Ports around the boundary:
(3 px per um) Pins as bars across the die edge, other pins in gray.
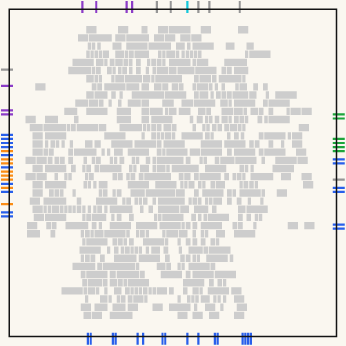
Cell density map:
(3 px per um) 11 x 11 tiles, from black (low) to pale yellow (high), 0 to 100% covered.
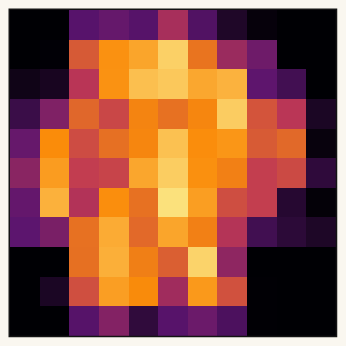
Placement by cell class:
(2 px per um)
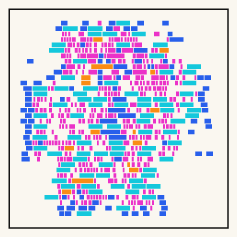
File: src/rtl/instruction_loader.sv
// UART byte stream to instruction memory loader: assembles big-endian 32-bit words,
// writes them from address 0 upward, and stops on a halt word or a full memory.
module instruction_loader #(
  parameter int unsigned       SIZE       = 32,
  parameter int unsigned       MEM_SIZE   = 64,
  parameter int unsigned       ADDR_WIDTH = $clog2(MEM_SIZE),
  parameter logic [SIZE-1:0]   HALT_WORD  = 32'hFFFFFFFF
) (
  input  logic                  i_clk,
  input  logic                  i_rst,
  input  logic                  i_start,
  input  logic [7:0]            i_rx_data,
  input  logic                  i_rx_done,
  output logic                  o_inst_write_enable,
  output logic [ADDR_WIDTH-1:0] o_write_addr,
  output logic [SIZE-1:0]       o_write_data,
  output logic                  o_writing_instruction_mem,
  output logic                  o_done,
  output logic                  o_overflow,
  output logic [ADDR_WIDTH:0]   o_word_count
);

  localparam int unsigned ASM_W  = SIZE - 8;
  localparam int unsigned CNT_W  = ADDR_WIDTH + 1;
  localparam logic [ADDR_WIDTH-1:0] LAST_ADDR = ADDR_WIDTH'(MEM_SIZE - 1);

  typedef enum logic [1:0] {
    IDLE  = 2'd0,
    RECV  = 2'd1,
    WRITE = 2'd2,
    DONE  = 2'd3
  } state_e;

  state_e                state_q, state_d;
  logic [ADDR_WIDTH-1:0] addr_q, addr_d;
  logic [1:0]            byte_cnt_q, byte_cnt_d;
  // Only the first three bytes are held; the fourth goes straight into the write data.
  logic [ASM_W-1:0]      asm_q, asm_d;
  logic                  we_q, we_d;
  logic [ADDR_WIDTH-1:0] waddr_q, waddr_d;
  logic [SIZE-1:0]       wdata_q, wdata_d;
  logic                  writing_q, writing_d;
  logic                  done_q, done_d;
  logic                  ovf_q, ovf_d;
  logic [CNT_W-1:0]      wcount_q, wcount_d;
  logic [SIZE-1:0]       full_word;

  assign full_word = {asm_q, i_rx_data};

  // State and output registers
  always_ff @(posedge i_clk) begin
    if (i_rst) begin
      state_q    <= IDLE;
      addr_q     <= '0;
      byte_cnt_q <= '0;
      asm_q      <= '0;
      we_q       <= 1'b0;
      waddr_q    <= '0;
      wdata_q    <= '0;
      writing_q  <= 1'b0;
      done_q     <= 1'b0;
      ovf_q      <= 1'b0;
      wcount_q   <= '0;
    end else begin
      state_q    <= state_d;
      addr_q     <= addr_d;
      byte_cnt_q <= byte_cnt_d;
      asm_q      <= asm_d;
      we_q       <= we_d;
      waddr_q    <= waddr_d;
      wdata_q    <= wdata_d;
      writing_q  <= writing_d;
      done_q     <= done_d;
      ovf_q      <= ovf_d;
      wcount_q   <= wcount_d;
    end
  end

  // Next-state and next-output logic
  always_comb begin
    state_d    = state_q;
    addr_d     = addr_q;
    byte_cnt_d = byte_cnt_q;
    asm_d      = asm_q;
    we_d       = 1'b0;
    waddr_d    = waddr_q;
    wdata_d    = wdata_q;
    writing_d  = writing_q;
    done_d     = done_q;
    ovf_d      = ovf_q;
    wcount_d   = wcount_q;

    case (state_q)
      IDLE, DONE: begin
        if (i_start) begin
          state_d    = RECV;
          addr_d     = '0;
          byte_cnt_d = '0;
          asm_d      = '0;
          wcount_d   = '0;
          done_d     = 1'b0;
          ovf_d      = 1'b0;
          writing_d  = 1'b1;
        end
      end

      RECV: begin
        if (i_rx_done) begin
          asm_d      = full_word[ASM_W-1:0];
          byte_cnt_d = byte_cnt_q + 2'd1;
          if (byte_cnt_q == 2'd3) begin
            state_d  = WRITE;
            we_d     = 1'b1;
            waddr_d  = addr_q;
            wdata_d  = full_word;
            wcount_d = wcount_q + CNT_W'(1);
          end
        end
      end

      WRITE: begin
        if (wdata_q == HALT_WORD || addr_q == LAST_ADDR) begin
          state_d   = DONE;
          done_d    = 1'b1;
          writing_d = 1'b0;
          ovf_d     = (wdata_q != HALT_WORD);
        end else begin
          state_d = RECV;
          addr_d  = addr_q + ADDR_WIDTH'(1);
          // A byte landing during the write strobe starts the next word.
          if (i_rx_done) begin
            asm_d      = full_word[ASM_W-1:0];
            byte_cnt_d = byte_cnt_q + 2'd1;
          end
        end
      end

      default: state_d = IDLE;
    endcase
  end

  assign o_inst_write_enable       = we_q;
  assign o_write_addr              = waddr_q;
  assign o_write_data              = wdata_q;
  assign o_writing_instruction_mem = writing_q;
  assign o_done                    = done_q;
  assign o_overflow                = ovf_q;
  assign o_word_count              = wcount_q;

endmodule
File: config.mk
export PLATFORM = sky130hd
export DESIGN_NAME = instruction_loader
export DESIGN_NICKNAME = d
export VERILOG_FILES = /design/src/rtl/instruction_loader.sv
export SDC_FILE = /design/constraint.sdc
export NUM_CORES = 1
export LEC_CHECK = 0
export ABC_AREA = 1
export CORE_MARGIN = 5
export CORE_UTILIZATION = 37
export DETAILED_ROUTE_END_ITERATION = 6
export PLACE_DENSITY = 0.72
export SLEW_MARGIN = 20
export SYNTH_ARGS = -nofsm -noshare
export SYNTH_HDL_FRONTEND = slang
export SYNTH_SLANG_ARGS = --single-unit
File: constraint.sdc
create_clock -name i_clk -period 1.85 [get_ports i_clk]
set_clock_uncertainty 0.2 [all_clocks]
set_input_delay 0.2775 -clock i_clk [delete_from_list [all_inputs] [get_ports i_clk]]
set_output_delay 0.2775 -clock i_clk [all_outputs]
set_load 0.01 [all_outputs]
==> flow_metrics.py <==
# Metrics from the implementation run
metrics = {
    "status": {
        "status": "complete, no violations",
    },
    "clock_network": {
        "post_cts_buffers": 0,
        "root_buffer": "clkbuf_8",
        "clkLatencyLatePin_ns": 0.36,
        "clkTransAtPathRegs_ns": 0.08,
    },
    "grt": {
        "gr-total-overflow": 0,
        "gr-usage-met2_pct": 26.3,
        "grt_max_degree": 69,
        "antenna_found_initial": 0,
        "use_met1_pct": 19.2,
        "grt_util_met3_pct": 4.36,
        "grt.busiest_layer": "met2",
        "grt_pass1_vias": 3271,
    },
    "worst_setup_path": {
        "crit_type": "reg -> reg",
        "endpoint": "asm_q[14]$_SDFFE_PP0P_",
        "path_buffers": 4,
        "crit_family": "simple AND/OR/NAND/NOR gates",
        "crit_start": "state_q[0]$_SDFFE_PP0P_",
        "reg2regPathDepth": 9,
        "r2r_start": "state_q[0]$_SDFFE_PP0P_",
        "critPathSlowestCell": "dfxtp_2",
        "r2r_end": "asm_q[14]$_SDFFE_PP0P_",
        "r2r_setup_slack_ns": 0.006,
        "cp_common_cell": "inv_4",
    },
    "detailed_routing": {
        "drt-initial-drc-count": 217,
        "ant_nets": 0,
        "routed.top_layer": "met4",
        "drc": 0,
        "dr_total_vias": 3545,
        "drt-total-wl_um": 9400,
        "first_pass_iters": 4,
        "wl_met2_um": 4570,
    },
    "synth": {
        "top_area_share_pct": 46.2,
        "top_logic_kind": "simple AND/OR/NAND/NOR gates",
        "async_flop_share_pct": 0,
        "xor_share_pct": 0.487,
        "synth_seq_share_pct": 46.2,
        "edf_count": 0,
        "ys_sh_mux_pct": 0,
        "synthTopCellsByCount": "nand2_1, dfxtp_1, a21oi_1, nor2_1, inv_1",
        "avgSynthCellArea_um2": 7.01,
        "yosysTopAreaCell": "dfxtp_1",
        "syn_area_um2": 3600,
        "synth_dominant_cell_count": "nand2_1",
        "yosysChipArea_um2": 3600,
        "adder_share_pct": 2.09,
        "syn_inst": 513,
        "ff_type": "dfxtp_1",
        "syn_nets": 531,
        "ys_ff": 83,
        "synthSimpleGateAreaFrac_pct": 24.6,
    },
    "power": {
        "powerDensity_nw_per_um2": 1010,
        "power.total_uw": 5180,
        "p_clk_share_pct": 27.5,
        "p_seq_share_pct": 40.9,
        "pg_clk_uw": 1420,
        "switching_share_pct": 32.0,
    },
    "finish": {
        "sh_comb_area_pct": 35.0,
        "area_growth_pct": 42.4,
        "inverters_excl_clock": 55,
        "comb_area_um2": 1790,
        "fin_cells": 729,
        "drive_gt1_share_pct": 20.0,
        "flops": 83,
        "final-nonclk-buf-share_pct": 20.5,
        "nNonClkBuffers": 98,
        "fillers": 917,
        "largest_class": "logic gates",
        "nets": 610,
    },
    "timing": {
        "setup_violations": 0,
        "hold_viol": 0,
        "layout_setup_ws_ns": 0.00610,
        "relSlewSlack_pct": 79.5,
        "slew_violations": 0,
        "rsz0062_at_grt": "true",
    },
    "floorplanning": {
        "taps": 133,
        "die_h_um": 109,
        "die_x_um": 109,
        "die_area_um2": 11800,
    },
    "worst_hold_path": {
        "worstHoldPathType": "reg -> reg",
        "hold_end": "o_write_addr[3]$_SDFFE_PP0P_",
        "worstHoldPathCells": 2,
        "hp-start": "o_write_addr[3]$_SDFFE_PP0P_",
    },
    "job": {
        "warnings": 29,
        "max_cap_violations": 0,
    },
    "place": {
        "port_buffers": 60,
        "dpl.cell_count": 704,
        "dp.final_hpwl_um": 5720,
    },
}
## Picture notes: 'ports around the boundary'
| color | port | pins | direction | edge |
|---|---|---|---|---|
| purple | o_word_count | 7 | output | 4 top, 3 left |
| green | o_write_addr | 6 | output | right |
| orange | i_rx_data | 8 | input | left |
| blue | o_write_data | 32 | output | 16 bottom, 10 left, 6 right |
| cyan | o_done | 1 | output | top |
all pins by edge: 22 left, 16 bottom, 13 right, 10 top

## Picture notes: 'cell density map'
densest ninth of the die: center
emptiest ninth of the die: lower right
tiles over 75% full: 22%
nearly empty tiles: 21%
mean over tiles: 42%
fullest tile: 93%
CORE AREA: 9640 um2
Finished Core Util: 53.1%
fp util: 37.3%

## Picture notes: 'placement by cell class'
| color | class | cells | share of their area |
|---|---|---|---|
| blue | other buffers and delay cells | 98 | 21% |
| orange | clock drivers and dummy loads | 15 | 4.3% |
| magenta | all other logic | 400 | 41% |
| cyan | flip-flops | 83 | 34% |
Std-Cell Rows: 36
Seq/total area: 32.9%
Finished Cell Area: 5120 um2

==> layout by cell type, fill, tap and decap left out, types with 2 or more instances in the layout <==
master	count
nand2_1	97
dfxtp_1	66
a21oi_1	60
clkdlybuf4s50_1	53
nor2_1	52
inv_1	48
o21ai_0	40
nand3_1	40
buf_4	24
a21oi_2	19
dfxtp_2	17
clkbuf_8	10
dlymetal6s2s_1	7
nand2_2	5
inv_2	4
nand2_4	4
ha_1	4
clkbuf_16	4
buf_12	4
nor2_2	3
inv_4	3
nor3b_1	3
nor3_1	3
buf_6	3
nand3_2	2
nor2_4	2
xor2_1	2
bufinv_16	2
clkinv_2	2
buf_2	2
==> state kept, by name (all words and copies together), names as in the netlist, 2 cells and up <==
register,flops
addr_q,6
asm_q,24
byte_cnt_q,2
o_word_count,7
o_write_addr,6
o_write_data,32
state_q,2
Power is estimated from default activity; no workload was simulated.
